`src/rtl/seq_det_pkg.sv`:
```
// Shared definitions for the 101001 sequence detector and its scan run controller.
package seq_det_pkg;

    localparam int unsigned CNT_W_DEF = 16;
    localparam int unsigned HIT_W_DEF = 8;

    // Pattern matched by sequence_detector, first bit on the wire is the MSB.
    localparam logic [5:0] DET_PATTERN = 6'b101001;

    typedef enum logic [2:0] {
        ST_IDLE  = 3'd0,
        ST_CLEAR = 3'd1,
        ST_RUN   = 3'd2,
        ST_DRAIN = 3'd3,
        ST_DONE  = 3'd4
    } scan_state_e;

endpackage

```
`src/rtl/seq_scan_ctrl_sat_counter.sv`:
```
// Saturating up-counter with synchronous clear; sat flags the all-ones value.
module sat_counter #(
    parameter int unsigned W = 8
) (
    input  logic         clk,
    input  logic         reset,
    input  logic         clear,
    input  logic         inc,
    output logic [W-1:0] value,
    output logic         sat
);

    localparam logic [W-1:0] MAX_VAL = '1;

    always_ff @(posedge clk) begin
        if (reset || clear) begin
            value <= '0;
        end else if (inc && (value != MAX_VAL)) begin
            value <= value + W'(1);
        end
    end

    assign sat = (value == MAX_VAL);

endmodule

```
`src/rtl/seq_scan_ctrl.sv`:
```
// Run controller for the serial 101001 detector: clear, feed a window of bits,
// count match pulses, then report count, saturation, pass/fail and abort status.
module seq_scan_ctrl
    import seq_det_pkg::*;
#(
    parameter int unsigned CNT_W        = CNT_W_DEF,
    parameter int unsigned HIT_W        = HIT_W_DEF,
    parameter int unsigned CLR_CYCLES   = 1,
    parameter int unsigned DRAIN_CYCLES = 2
) (
    input  logic             i_clk,
    input  logic             i_reset,
    input  logic             i_start,
    input  logic             i_abort,
    input  logic [CNT_W-1:0] i_window_len,
    input  logic [HIT_W-1:0] i_hit_threshold,
    input  logic             i_data,
    input  logic             i_pattern_found,
    output logic             o_det_data,
    output logic             o_det_clear,
    output logic             o_det_enable,
    output logic             o_busy,
    output logic             o_done,
    output logic [HIT_W-1:0] o_hit_count,
    output logic [CNT_W-1:0] o_bit_count,
    output logic             o_overflow,
    output logic             o_pass,
    output logic             o_aborted
);

    scan_state_e      state;
    scan_state_e      state_next;
    logic [CNT_W-1:0] phase;
    logic [CNT_W-1:0] phase_next;
    logic [CNT_W-1:0] len_q;
    logic [HIT_W-1:0] thr_q;
    logic [HIT_W-1:0] hit_final;
    logic             hit_sat;
    logic             hit_inc;
    logic             run_active;
    logic             accept;

    assign run_active = (state == ST_CLEAR) || (state == ST_RUN) || (state == ST_DRAIN);
    assign accept     = (state == ST_IDLE) && i_start;
    assign hit_inc    = i_pattern_found && ((state == ST_RUN) || (state == ST_DRAIN));
    // Count as it will stand after this edge, so pass sees a hit landing on the last DRAIN cycle.
    assign hit_final  = (hit_inc && !hit_sat) ? (o_hit_count + HIT_W'(1)) : o_hit_count;

    // Enable is registered as "state is RUN", so data gating stays aligned with the window.
    assign o_det_data = o_det_enable && i_data;

    sat_counter #(
        .W(HIT_W)
    ) u_hit_cnt (
        .clk  (i_clk),
        .reset(i_reset),
        .clear(accept),
        .inc  (hit_inc),
        .value(o_hit_count),
        .sat  (hit_sat)
    );

    // Next state; the phase counter is reloaded with (length-1) on every state entry.
    // DRAIN_CYCLES and CLR_CYCLES must be at least 1.
    always_comb begin
        state_next = state;
        phase_next = phase;
        case (state)
            ST_IDLE: begin
                if (i_start) begin
                    state_next = ST_CLEAR;
                    phase_next = CNT_W'(CLR_CYCLES - 1);
                end
            end
            ST_CLEAR: begin
                if (i_abort) begin
                    state_next = ST_DONE;
                end else if (phase != '0) begin
                    phase_next = phase - CNT_W'(1);
                end else if (len_q != '0) begin
                    state_next = ST_RUN;
                    phase_next = len_q - CNT_W'(1);
                end else begin
                    state_next = ST_DRAIN;
                    phase_next = CNT_W'(DRAIN_CYCLES - 1);
                end
            end
            ST_RUN: begin
                if (i_abort) begin
                    state_next = ST_DONE;
                end else if (phase != '0) begin
                    phase_next = phase - CNT_W'(1);
                end else begin
                    state_next = ST_DRAIN;
                    phase_next = CNT_W'(DRAIN_CYCLES - 1);
                end
            end
            ST_DRAIN: begin
                if (i_abort || (phase == '0)) begin
                    state_next = ST_DONE;
                end else begin
                    phase_next = phase - CNT_W'(1);
                end
            end
            ST_DONE: state_next = ST_IDLE;
            default: state_next = ST_IDLE;
        endcase
    end

    // State, status outputs (decoded from next state) and run results.
    always_ff @(posedge i_clk) begin
        if (i_reset) begin
            state        <= ST_IDLE;
            phase        <= '0;
            len_q        <= '0;
            thr_q        <= '0;
            o_det_clear  <= 1'b0;
            o_det_enable <= 1'b0;
            o_busy       <= 1'b0;
            o_done       <= 1'b0;
            o_bit_count  <= '0;
            o_overflow   <= 1'b0;
            o_pass       <= 1'b0;
            o_aborted    <= 1'b0;
        end else begin
            state        <= state_next;
            phase        <= phase_next;
            o_det_clear  <= (state_next == ST_CLEAR);
            o_det_enable <= (state_next == ST_RUN);
            o_busy       <= (state_next == ST_CLEAR) || (state_next == ST_RUN) ||
                            (state_next == ST_DRAIN);
            o_done       <= (state_next == ST_DONE);
            if (accept) begin
                len_q       <= i_window_len;
                thr_q       <= i_hit_threshold;
                o_bit_count <= '0;
                o_overflow  <= 1'b0;
                o_pass      <= 1'b0;
                o_aborted   <= 1'b0;
            end
            if (state == ST_RUN) begin
                o_bit_count <= o_bit_count + CNT_W'(1);
            end
            if (hit_inc && hit_sat) begin
                o_overflow <= 1'b1;
            end
            if (run_active && i_abort) begin
                o_aborted <= 1'b1;
            end
            if (state_next == ST_DONE) begin
                o_pass <= (hit_final >= thr_q);
            end
        end
    end

endmodule

```
`config.mk`:
```
export PLATFORM = sky130hd
export DESIGN_NAME = seq_scan_ctrl
export DESIGN_NICKNAME = d
export VERILOG_FILES = /design/src/rtl/seq_det_pkg.sv /design/src/rtl/seq_scan_ctrl_sat_counter.sv /design/src/rtl/seq_scan_ctrl.sv
export SDC_FILE = /design/constraint.sdc
export NUM_CORES = 1
export LEC_CHECK = 0
export ABC_AREA = 1
export CORE_ASPECT_RATIO = 1.4
export CORE_UTILIZATION = 58
export CTS_BUF_LIST = sky130_fd_sc_hd__clkbuf_16
export CTS_CLUSTER_SIZE = 25
export DETAILED_ROUTE_END_ITERATION = 8
export PLACE_DENSITY_LB_ADDON = 0.12
export REMOVE_ABC_BUFFERS = 1
export SLEW_MARGIN = 5
export SYNTH_ARGS = -nofsm -noshare
export SYNTH_HDL_FRONTEND = slang
export SYNTH_SLANG_ARGS = --single-unit
export TNS_END_PERCENT = 20
```
`constraint.sdc`:
```
create_clock -name i_clk -period 6.2 [get_ports i_clk]
set_input_delay 0.62 -clock i_clk [delete_from_list [all_inputs] [get_ports i_clk]]
set_output_delay 0.62 -clock i_clk [all_outputs]
set_load 0.005 [all_outputs]
```
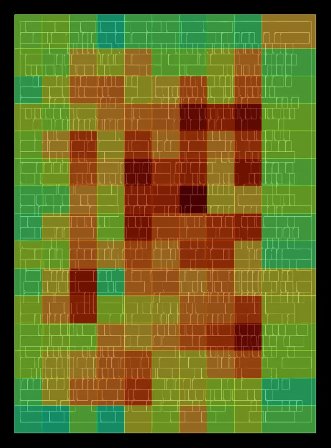
Fig. 1. Routing congestion map (run 1).
final design utilization: 72.85%
met3 Track Usage GR: 6.461%
met1 capacity usage during global routing: 31.66%
overall fraction of global-route tracks in use: 30.36%
busiest grt layer: met2

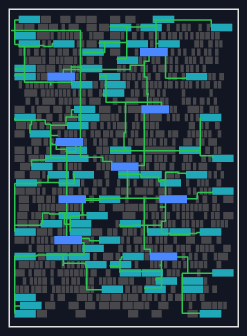
Fig. 2. Clock network drawn from the DEF (run 1).
- blue: clock drivers (count 9)
- cyan: flip-flops (count 74)
- green: clock wires (length 984 microns)
- routed clock nets: 10

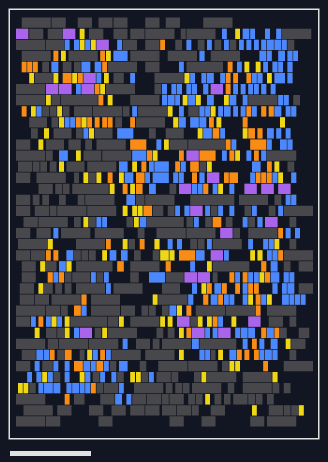
Fig. 3. Gate families picked out (run 1).
Scale bar: 20 microns.
- orange: nor cells (cells 100; most used nor2_1; where widely spread)
- yellow: inv cells (cells 102; most used inv_1; where widely spread)
- purple: xor and xnor cells (cells 25; most used xor2_1; where widely spread)
- blue: nand cells (cells 236; most used nand2_1; where widely spread)

==> impl_table.tex, run 1 <==
% Yosys + OpenROAD metrics
\begin{tabular}{lr}
\hline
Metric & Value \\
\hline
\multicolumn{2}{l}{\textbf{Yosys}} \\
\quad Top cells by area in the synthesized netlist & dfxtp\_1, nand2\_1, inv\_1 \\
\quad Total cells reported by yosys after synthesis & 686 \\
\quad Post-Syn Area & 4405 sq um \\
\quad Number of flip-flops and latches in the synthesized netlist & between 70 and 80 \\
\quad Fraction of the yosys area taken by sequential cells & 33.63\% \\
\quad Number of cells produced by synthesis & 686 \\
\quad YS chip area & 4405 sq um \\
\quad Area fraction of the dominant cell type after synthesis & 33.63\% \\
\multicolumn{2}{l}{\textbf{Clocking}} \\
\quad Inserted Clock Buffers & 9 \\
\quad \# hold bufs at CTS & 0 \\
\quad PostCTS Resize Cnt & 0 \\
\quad Worst-path clk slew & 50 ps \\
\quad Post-CTS setup buffer count & 0 \\
\quad Largest buffer count on any clock path & 2 \\
\quad Clk ins delay skew pair & 340 ps \\
\quad \# clock sinks & 74 \\
\quad Clock tree from TritonCTS & done \\
\quad Number of H-tree levels & 3 \\
\multicolumn{2}{l}{\textbf{Finish}} \\
\quad Largest cell class & combinational gates \\
\quad Storage element area & 1481 sq um \\
\quad Filler cells & approximately 650 \\
\quad Portion of the layout cell area used by non-clock buffers & 11.67\% \\
\quad Buffers, non-clock & around 63 \\
\quad Final-layout clock-cell area share & 5.203\% \\
\quad Count of sequential standard cells & 74 \\
\quad Area occupied by multi-input gates & 2470 sq um \\
\quad Layout cells sized above 1 & under 10\% \\
\quad Antenna diode instance count & 0 \\
\quad Inverter count & 102 \\
\quad Net count, final & between 700 and 800 \\
\quad Top logic cell by instance count in the layout & nand2\_1 \\
\quad Comb area share & between 40\% and 50\% \\
\multicolumn{2}{l}{\textbf{Placed design}} \\
\quad Routability cong. & 0.9308 \\
\quad Placed cell count & 830 \\
\quad Quantity of I/O buffers inserted on ports & about 61 \\
\quad Post-placement setup slack & 3295 ps \\
\quad HPWL after detailed placement & between 8 and 9 mm \\
\multicolumn{2}{l}{\textbf{Floorplan}} \\
\quad Placement Rows & 37 \\
\quad Fp util & 59.85\% \\
\quad Number of well-tap cells placed & 97 \\
\quad Die area & 7953 sq um \\
\quad \# IOs & 62 \\
\quad Die W & 75.66 microns \\
\multicolumn{2}{l}{\textbf{Final timing}} \\
\quad Worst clock skew & 4.235 ps \\
\quad Worst Setup Slack, final & 3585 ps \\
\quad Setup repair after global routing missed its margin & no \\
\quad Total setup violations reported at the end of the flow & 0 \\
\quad Transition at the pin with the smallest max-transition slack & 890.9 ps \\
\quad Fin. Hold Viols & 0 \\
\quad Setup\_tns & 0 ps \\
\quad Final min period & 2615 ps \\
\quad Max-slew violation count & 0 \\
\multicolumn{2}{l}{\textbf{Worst setup path}} \\
\quad Most prevalent standard cell on the critical path & nor2\_1 \\
\quad Category of the most critical setup path & reg2reg \\
\quad Cell chain of the critical path & ha\_1, nand2\_1, inv\_1, nand3\_1, nand3\_2, nor2\_2, nand2\_1, nor2\_1, xor2\_1, inv\_1, ha\_1, nand2\_1, nor2\_1, nand4\_1, o2111ai\_1, nor2\_1, nor2\_1 \\
\quad Maximum fanout count along the critical path & 7 \\
\quad Worst endpoint required time & approximately 6500 ps \\
\quad Slowest cell on the critical path & dfxtp\_1 \\
\quad Kind of capture point of the worst setup path & register \\
\quad Data arrival, critical path & a little under 3000 ps \\
\quad R2r startpoint & u\_hit\_cnt.value[0] \\
\quad Cell family with the largest share of critical-path delay & simple AND/OR/NAND/NOR gates \\
\quad R2r setup slk & 3590 ps \\
\multicolumn{2}{l}{\textbf{Power and ir drop}} \\
\quad Total power divided by cell area & 250.6 nW/um\^{}2 \\
\quad Power share of the combinational group & 24.2\% \\
\quad Share of total power in sequential cells & 38.7\% \\
\quad Tot Pwr & 1344 uW \\
\quad Clock Power Share & around 37\% \\
\quad P\_sw & 424.7 uW \\
\quad Sw frac & 31.61\% \\
\quad Leakage power total & roughly 0.0025 uW \\
\multicolumn{2}{l}{\textbf{Global route}} \\
\quad Global-route wire length before repair & 18.52 mm \\
\quad Number of global-route vias before repair & 4342 \\
\quad Grt total ovfl & 0 \\
\multicolumn{2}{l}{\textbf{Job}} \\
\quad Max-cap violations & 0 \\
\quad Tool warning count & 27 \\
\multicolumn{2}{l}{\textbf{Hold path}} \\
\quad Worst hold path stage count & 2 \\
\quad Capture endpoint of the worst hold path & thr\_q[5] \\
\quad Hold Crit Class & reg2reg \\
\multicolumn{2}{l}{\textbf{Route}} \\
\quad Overall via count from detail\_route & 4520 \\
\quad Remaining antenna violation count & 0 \\
\quad Post-DR vias/cell & 5.343 \\
\quad Residual DRC & 0 \\
\quad Per-cell routed wire length & 13.43 microns \\
\quad Drt total wl & 11.36 mm \\
\quad First-pass iteration count of the detailed router & 5 \\
\quad Number of DRC markers after the initial detailed-route iteration & roughly 250 \\
\multicolumn{2}{l}{\textbf{Status}} \\
\quad Status & completed \\
\hline
\end{tabular}
-- run 1: synthesized netlist by cell type --
| master | count |
|---|---|
| nand2_1 | 175 |
| inv_1 | 92 |
| nor2_1 | 82 |
| dfxtp_1 | 74 |
| a21oi_1 | 58 |
| nand3_1 | 43 |
| o21ai_0 | 38 |
| xor2_1 | 19 |
| ha_1 | 14 |
| clkbuf_1 | 10 |
| o21ai_1 | 8 |
| inv_2 | 7 |
| nor3_1 | 7 |
| nand2_2 | 6 |
| nand4_1 | 6 |
| nor2_2 | 6 |
| xnor2_1 | 6 |
| nor2_4 | 4 |
| nand2_4 | 3 |
| o211ai_1 | 3 |
| a211oi_1 | 2 |
| a31oi_1 | 2 |
| buf_1 | 2 |
| buf_2 | 2 |
| clkinv_1 | 2 |
| nand3_2 | 2 |
| or2_2 | 2 |
| a21o_1 | 1 |
| a22oi_1 | 1 |
| buf_4 | 1 |
| buf_6 | 1 |
| inv_4 | 1 |
| nand3b_1 | 1 |
| nor4_1 | 1 |
| o2111ai_1 | 1 |
| o22ai_1 | 1 |
| o311a_1 | 1 |
| o31ai_1 | 1 |
-- run 1: through the flow --
| step | area, sq um | utilization, % | hold WS (ps) |
|---|---|---|---|
| after floorplan | 4332 | - | 437.6 |
| after global placement | 5084 | 69.06 | 460.7 |
| after detailed placement | 5084 | 69.06 | 460.6 |
| after CTS | 5363 | 72.85 | 468.7 |
| after global routing | 5363 | 72.85 | 483.6 |
| final | 5363 | 72.85 | 464.7 |
-- run 1: kinds of logic (layout without fill, tap and decap cells) --
group / after synthesis / after routing / share of synthesized area, %
AND-OR/OR-AND: 117 / 117 / 14.03
XOR/XNOR: 25 / 25 / 4.970
adder cells (fa/ha/maj): 14 / 14 / 3.976
buffers and inverters: 118 / 181 / 10.42
flip-flops: 74 / 74 / 33.63
AND/OR/NAND/NOR: 338 / 338 / 32.97
-- run 1: power by group through the flow --
stage / combinational [uW] / sequential (uW) / clock, uW
5_1_grt: 367 / 523 / 523
6_report: 325 / 521 / 498
4_1_cts: 323 / 520 / 499
3_3_place_gp: 313 / 530 / 0
3_5_place_dp: 319 / 530 / 0
2_1_floorplan: 226 / 525 / 0
-- run 1: metal layers --
| metal | vias up | routed length, microns | track usage, % |
|---|---|---|---|
| met4 | 0 | 475 | 17.06 |
| li1 | 2290 | - | - |
| met3 | 39 | 465 | 6.461 |
| met2 | 124 | 5828 | 53.83 |
| met1 | 2067 | 4591 | 31.66 |
| met5 | - | 0 | 0 |
-- run 1: sequential cells by signal (all words and copies together) (netlist names), 3 cells and up --
signal           cells
len_q               16
o_bit_count         16
phase               16
thr_q                8
u_hit_cnt.value      8
state                3
-- run 1: worst max path at each step --
stage | cells after the start | to | slack, ps | start
final | 17 | o_pass | 3590 | u_hit_cnt.value[0]
after global routing | 15 | o_pass | 3360 | state[1]
after CTS | 17 | o_pass | 3600 | u_hit_cnt.value[0]
after detailed placement | 7 | o_pass | 3290 | i_reset
after global placement | 7 | o_pass | 3380 | i_reset
after floorplan | 5 | o_pass | 3710 | i_start
==> run 2: changes to the inputs <==
--- a/config.mk
+++ b/config.mk
@@ -7,7 +7,7 @@
 export LEC_CHECK = 0
 export ABC_AREA = 1
 export CORE_ASPECT_RATIO = 1.4
-export CORE_UTILIZATION = 58
+export CORE_UTILIZATION = 50
 export CTS_BUF_LIST = sky130_fd_sc_hd__clkbuf_16
 export CTS_CLUSTER_SIZE = 25
 export DETAILED_ROUTE_END_ITERATION = 8
==> constraint.sdc (replaced) <==
create_clock -name i_clk -period 2.3 [get_ports i_clk]
set_input_delay 0.23 -clock i_clk [delete_from_list [all_inputs] [get_ports i_clk]]
set_output_delay 0.23 -clock i_clk [all_outputs]
set_load 0.005 [all_outputs]
==> run 2 against run 1 <==
Against the previous run:
- synthesized cell count stayed put
- cell count up 4.0%
- clock power grew to 2.5 times the previous value
- highest routed layer unchanged
==> impl_table.tex, run 2 <==
% Yosys + OpenROAD metrics
\begin{tabular}{lr}
\hline
Metric & Value \\
\hline
\multicolumn{2}{l}{\textbf{Worst setup path}} \\
\quad R2r startpoint & u\_hit\_cnt.value[1] \\
\quad R2r setup slk & 40 ps (-3540 ps) \\
\quad Kind of capture point of the worst setup path & register \\
\quad Worst endpoint required time & 2530 ps (-3940 ps) \\
\quad Maximum fanout count along the critical path & 3 (-4) \\
\quad Critical Path Start & u\_hit\_cnt.value[1] \\
\quad Data arrival, critical path & 2490 ps (-400 ps) \\
\quad Worst Setup Start Kind & register \\
\quad Category of the most critical setup path & reg2reg \\
\multicolumn{2}{l}{\textbf{Yosys}} \\
\quad Cell types with the highest counts after synthesis & nand2\_1, inv\_1, nor2\_1 \\
\quad Total number of yosys warnings & 0 \\
\quad Synth Area per Inst & about 6.4 sq um \\
\quad YS chip area & 4405 sq um (unchanged) \\
\quad Dominant Register Cell & dfxtp\_1 \\
\quad Most frequent cell after synthesis & nand2\_1 \\
\quad Post-synthesis async set-or-reset flop share & 0\% (unchanged) \\
\quad Top cells by area in the synthesized netlist & dfxtp\_1, nand2\_1, inv\_1 \\
\quad Complex Gates by Area & 14.03\% (unchanged) \\
\quad XOR/XNOR Area Share & 4.970\% (unchanged) \\
\quad Comb area leader & simple AND/OR/NAND/NOR gates \\
\quad Post-Synth Simple-Gate Area & 32.97\% (unchanged) \\
\quad MUX share of area & 0\% (unchanged) \\
\quad Number of flip-flops and latches in the synthesized netlist & 74 (unchanged) \\
\quad Area fraction of the dominant cell type after synthesis & 33.63\% (unchanged) \\
\quad Area fraction in full adders, half adders and majority gates & 3.976\% (unchanged) \\
\quad Fraction of the yosys area taken by sequential cells & 33.63\% (unchanged) \\
\quad Total cells reported by yosys after synthesis & 686 (unchanged) \\
\quad Count of flip-flops with a built-in enable after synthesis & 0 (unchanged) \\
\quad Post-Syn Area & 4405 sq um (unchanged) \\
\quad Number of cells produced by synthesis & 686 (unchanged) \\
\quad Netlist cell types & 38 \\
\quad Largest area contributor in the synthesized netlist & dfxtp\_1 \\
\multicolumn{2}{l}{\textbf{Finish}} \\
\quad Leading cell types in the layout, fill and taps excluded & nand2\_1, inv\_1, nor2\_1, dfxtp\_1, clkdlybuf4s50\_1 \\
\quad Top logic cell by instance count in the layout & nand2\_1 \\
\quad Area growth from synthesis to final layout & 29.17\% \\
\quad Largest regs & len\_q (16), o\_bit\_count (16), phase (16) \\
\quad Antenna diode instance count & 0 (unchanged) \\
\quad Final design area excluding fillers & 5690 sq um (+6.1\%) \\
\quad Net count, final & 814 (+3.3\%) \\
\quad Layout cells sized above 1 & 12.77\% (+6.8 points) \\
\quad Filler cells & 778 (+21\%) \\
\quad Non-Filler Instances & between 800 and 900 \\
\multicolumn{2}{l}{\textbf{Final timing}} \\
\quad Worst rel slew slack & 70.48\% \\
\quad Setup repair after global routing missed its margin & yes \\
\quad Worst clock skew & 7.051 ps (+2.816 ps) \\
\quad Final hold slack & 456.2 ps (-8.420 ps) \\
\quad Setup\_tns & 0 ps (unchanged) \\
\quad Ratio of final minimum period to clock period & 98.07\% \\
\quad Total setup violations reported at the end of the flow & 0 (unchanged) \\
\quad Top achievable clock speed & 443.3 MHz \\
\quad Transition at the pin with the smallest max-transition slack & 441.2 ps (-449.7 ps) \\
\quad Fin. Hold Viols & 0 (unchanged) \\
\quad Max-slew violation count & 0 (unchanged) \\
\quad Final min period & 2256 ps (-359.3 ps) \\
\multicolumn{2}{l}{\textbf{Placed design}} \\
\quad Routability cong. & 0.9110 (-2.1\%) \\
\quad Quantity of I/O buffers inserted on ports & 61 (unchanged) \\
\quad Total placed instance area & 5229 sq um (+2.9\%) \\
\quad HPWL after detailed placement & 8.855 mm (+6.9\%) \\
\quad Placed cell count & 856 (+3.1\%) \\
\multicolumn{2}{l}{\textbf{Clocking}} \\
\quad \# hold bufs at CTS & 0 (unchanged) \\
\quad Inserted Clock Buffers & 9 (unchanged) \\
\quad Number of H-tree levels & 3 (unchanged) \\
\quad Clk ins delay skew pair & 340 ps (about the same) \\
\quad Worst-path clk slew & 60 ps (about the same) \\
\quad Clock tree from TritonCTS & done \\
\quad \# clock sinks & 74 (unchanged) \\
\quad Largest buffer count on any clock path & 2 (unchanged) \\
\quad Clock root buffer & clkbuf\_16 \\
\multicolumn{2}{l}{\textbf{Global route}} \\
\quad Grt total ovfl & 0 (unchanged) \\
\quad Antenna violations before repair & 0 \\
\quad Overall fraction of global-route tracks in use & 26.97\% (-3.4 points) \\
\quad Maximum number of pins on one net before global-route repair & 30 \\
\quad Global-route wire length before repair & 19.07 mm (+3.0\%) \\
\quad Number of global-route vias before repair & 4321 (-0.48\%) \\
\multicolumn{2}{l}{\textbf{Floorplan}} \\
\quad Die Y-Extent & 113.1 microns \\
\quad Die area & 9196 sq um (+16\%) \\
\quad Die W & 81.33 microns (+7.5\%) \\
\quad Core region area & 8558 sq um \\
\quad \# IOs & 62 (unchanged) \\
\quad Fp util & 51.48\% (-8.4 points) \\
\quad Placement Rows & 40 (+8.1\%) \\
\multicolumn{2}{l}{\textbf{Route}} \\
\quad First-pass iteration count of the detailed router & 6 (+1) \\
\quad Drt total wl & 11.85 mm (+4.3\%) \\
\quad Post-DR vias/cell & 5.116 (-4.2\%) \\
\quad Remaining antenna violation count & 0 (unchanged) \\
\quad Overall via count from detail\_route & 4502 (-0.40\%) \\
\quad Residual DRC & 0 (unchanged) \\
\quad Number of DRC markers after the initial detailed-route iteration & 213 (-13\%) \\
\multicolumn{2}{l}{\textbf{Power and ir drop}} \\
\quad Peak ir drop on the vdd network & just under 0.0005 V \\
\quad Leakage power total & 0.002624 uW (+5.4\%) \\
\quad Total power divided by cell area & 630.7 nW/um\^{}2 (+150\%) \\
\multicolumn{2}{l}{\textbf{Hold path}} \\
\quad Source of the worst hold timing path & i\_hit\_threshold[0] \\
\quad Hold Crit Class & in2reg \\
\multicolumn{2}{l}{\textbf{Job}} \\
\quad Max-cap violations & 0 (unchanged) \\
\quad Tool warning count & 28 (+3.7\%) \\
\multicolumn{2}{l}{\textbf{Status}} \\
\quad Status & completed \\
\hline
\end{tabular}
-- run 2: cell families (layout without fill, tap and decap cells) --
group           count (synthesis)  after routing
flops                          74             74
buf+inv                       118            207
simple gates                  338            338
xor+xnor                       25             25
compound gates                117            117
fa+ha+maj                      14             14
-- run 2: final timing paths --
path | endpoint | cells after the start
max | o_pass | 17
min | thr_q[0] | 3
max reg2reg | o_pass | 17
min reg2reg | thr_q[3] | 2
-- run 2: cell type report --
cell class	count	area, sq um	share of cell area, %
clock buffer	9	225.2	3.958
multi-input combinational	494	2600	45.69
tap	105	131.4	2.309
sequential	74	1486	26.12
clock inverter	7	37.54	0.6596
inverter	102	385.4	6.772
timing repair buffer	89	824.5	14.49
-- run 2: per-stage QoR --
step / total power (uW) / worst slack [ps]
2_1_floorplan: 2024 / -74.12
3_3_place_gp: 2299 / 19.53
3_5_place_dp: 2310 / -111.9
4_1_cts: 3576 / 16.42
5_1_grt: 3772 / -67.15
6_report: 3589 / 44.36
-- run 2: routing by layer --
metal	vias up	track usage, %	wire [microns]
met5	-	0	0
met4	0	15.48	518
met3	31	2.661	301
met2	82	48.44	6104
met1	2046	29.85	4926
li1	2343	-	-
-- run 2: report_power, final --
part,total (uW),internal [uW],switching (uW)
sequential,1400,1350,50.3
clock,1260,716,548
combinational,924,343,581
total,3590,2410,1180
-- run 2: worst max-delay path, stage by stage, from the launching register on --
cell and delay, ps:
dfxtp_2 330, ha_4 170, nand2_4 70, inv_2 40, nand3_4 60, nand3_4 90, nor2_4 120, nand2_2 80
nor2_2 100, xor2_1 200, inv_1 100, ha_4 270, nand2_4 90, nor2_4 30, nand2_1 70, o2111ai_2 130
nor2_1 120, nor2_1 60
-- run 2: timing repair --
item,4_1_cts,5_1_grt
gates resized,16,20
gates cloned,0,0
setup endpoints to repair,1,1
pin swaps,12,11
setup buffers,6,2
hold endpoints to repair,0,0
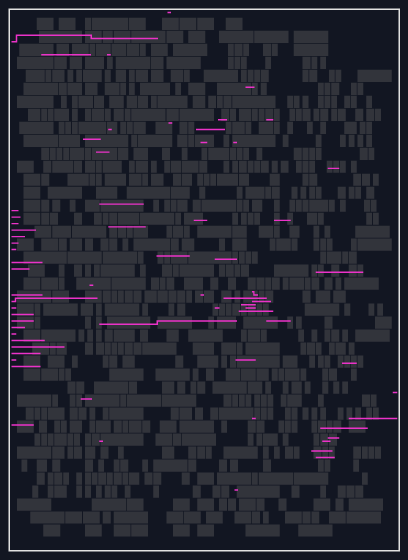
Fig. 4. Metal 3 (run 2).
- share of all routed wire: 2.5%
- nets with wire on the layer: 50
- longest straight run: 17.0 microns

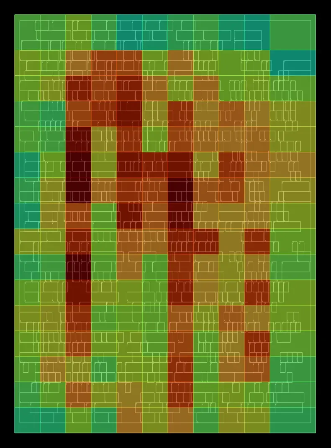
Fig. 5. Routing congestion map (run 2).
final design utilization: 66.49%
per-cell routed wire length: 13.47 microns

No activity file was given, so power comes from the tool's default toggle rates.
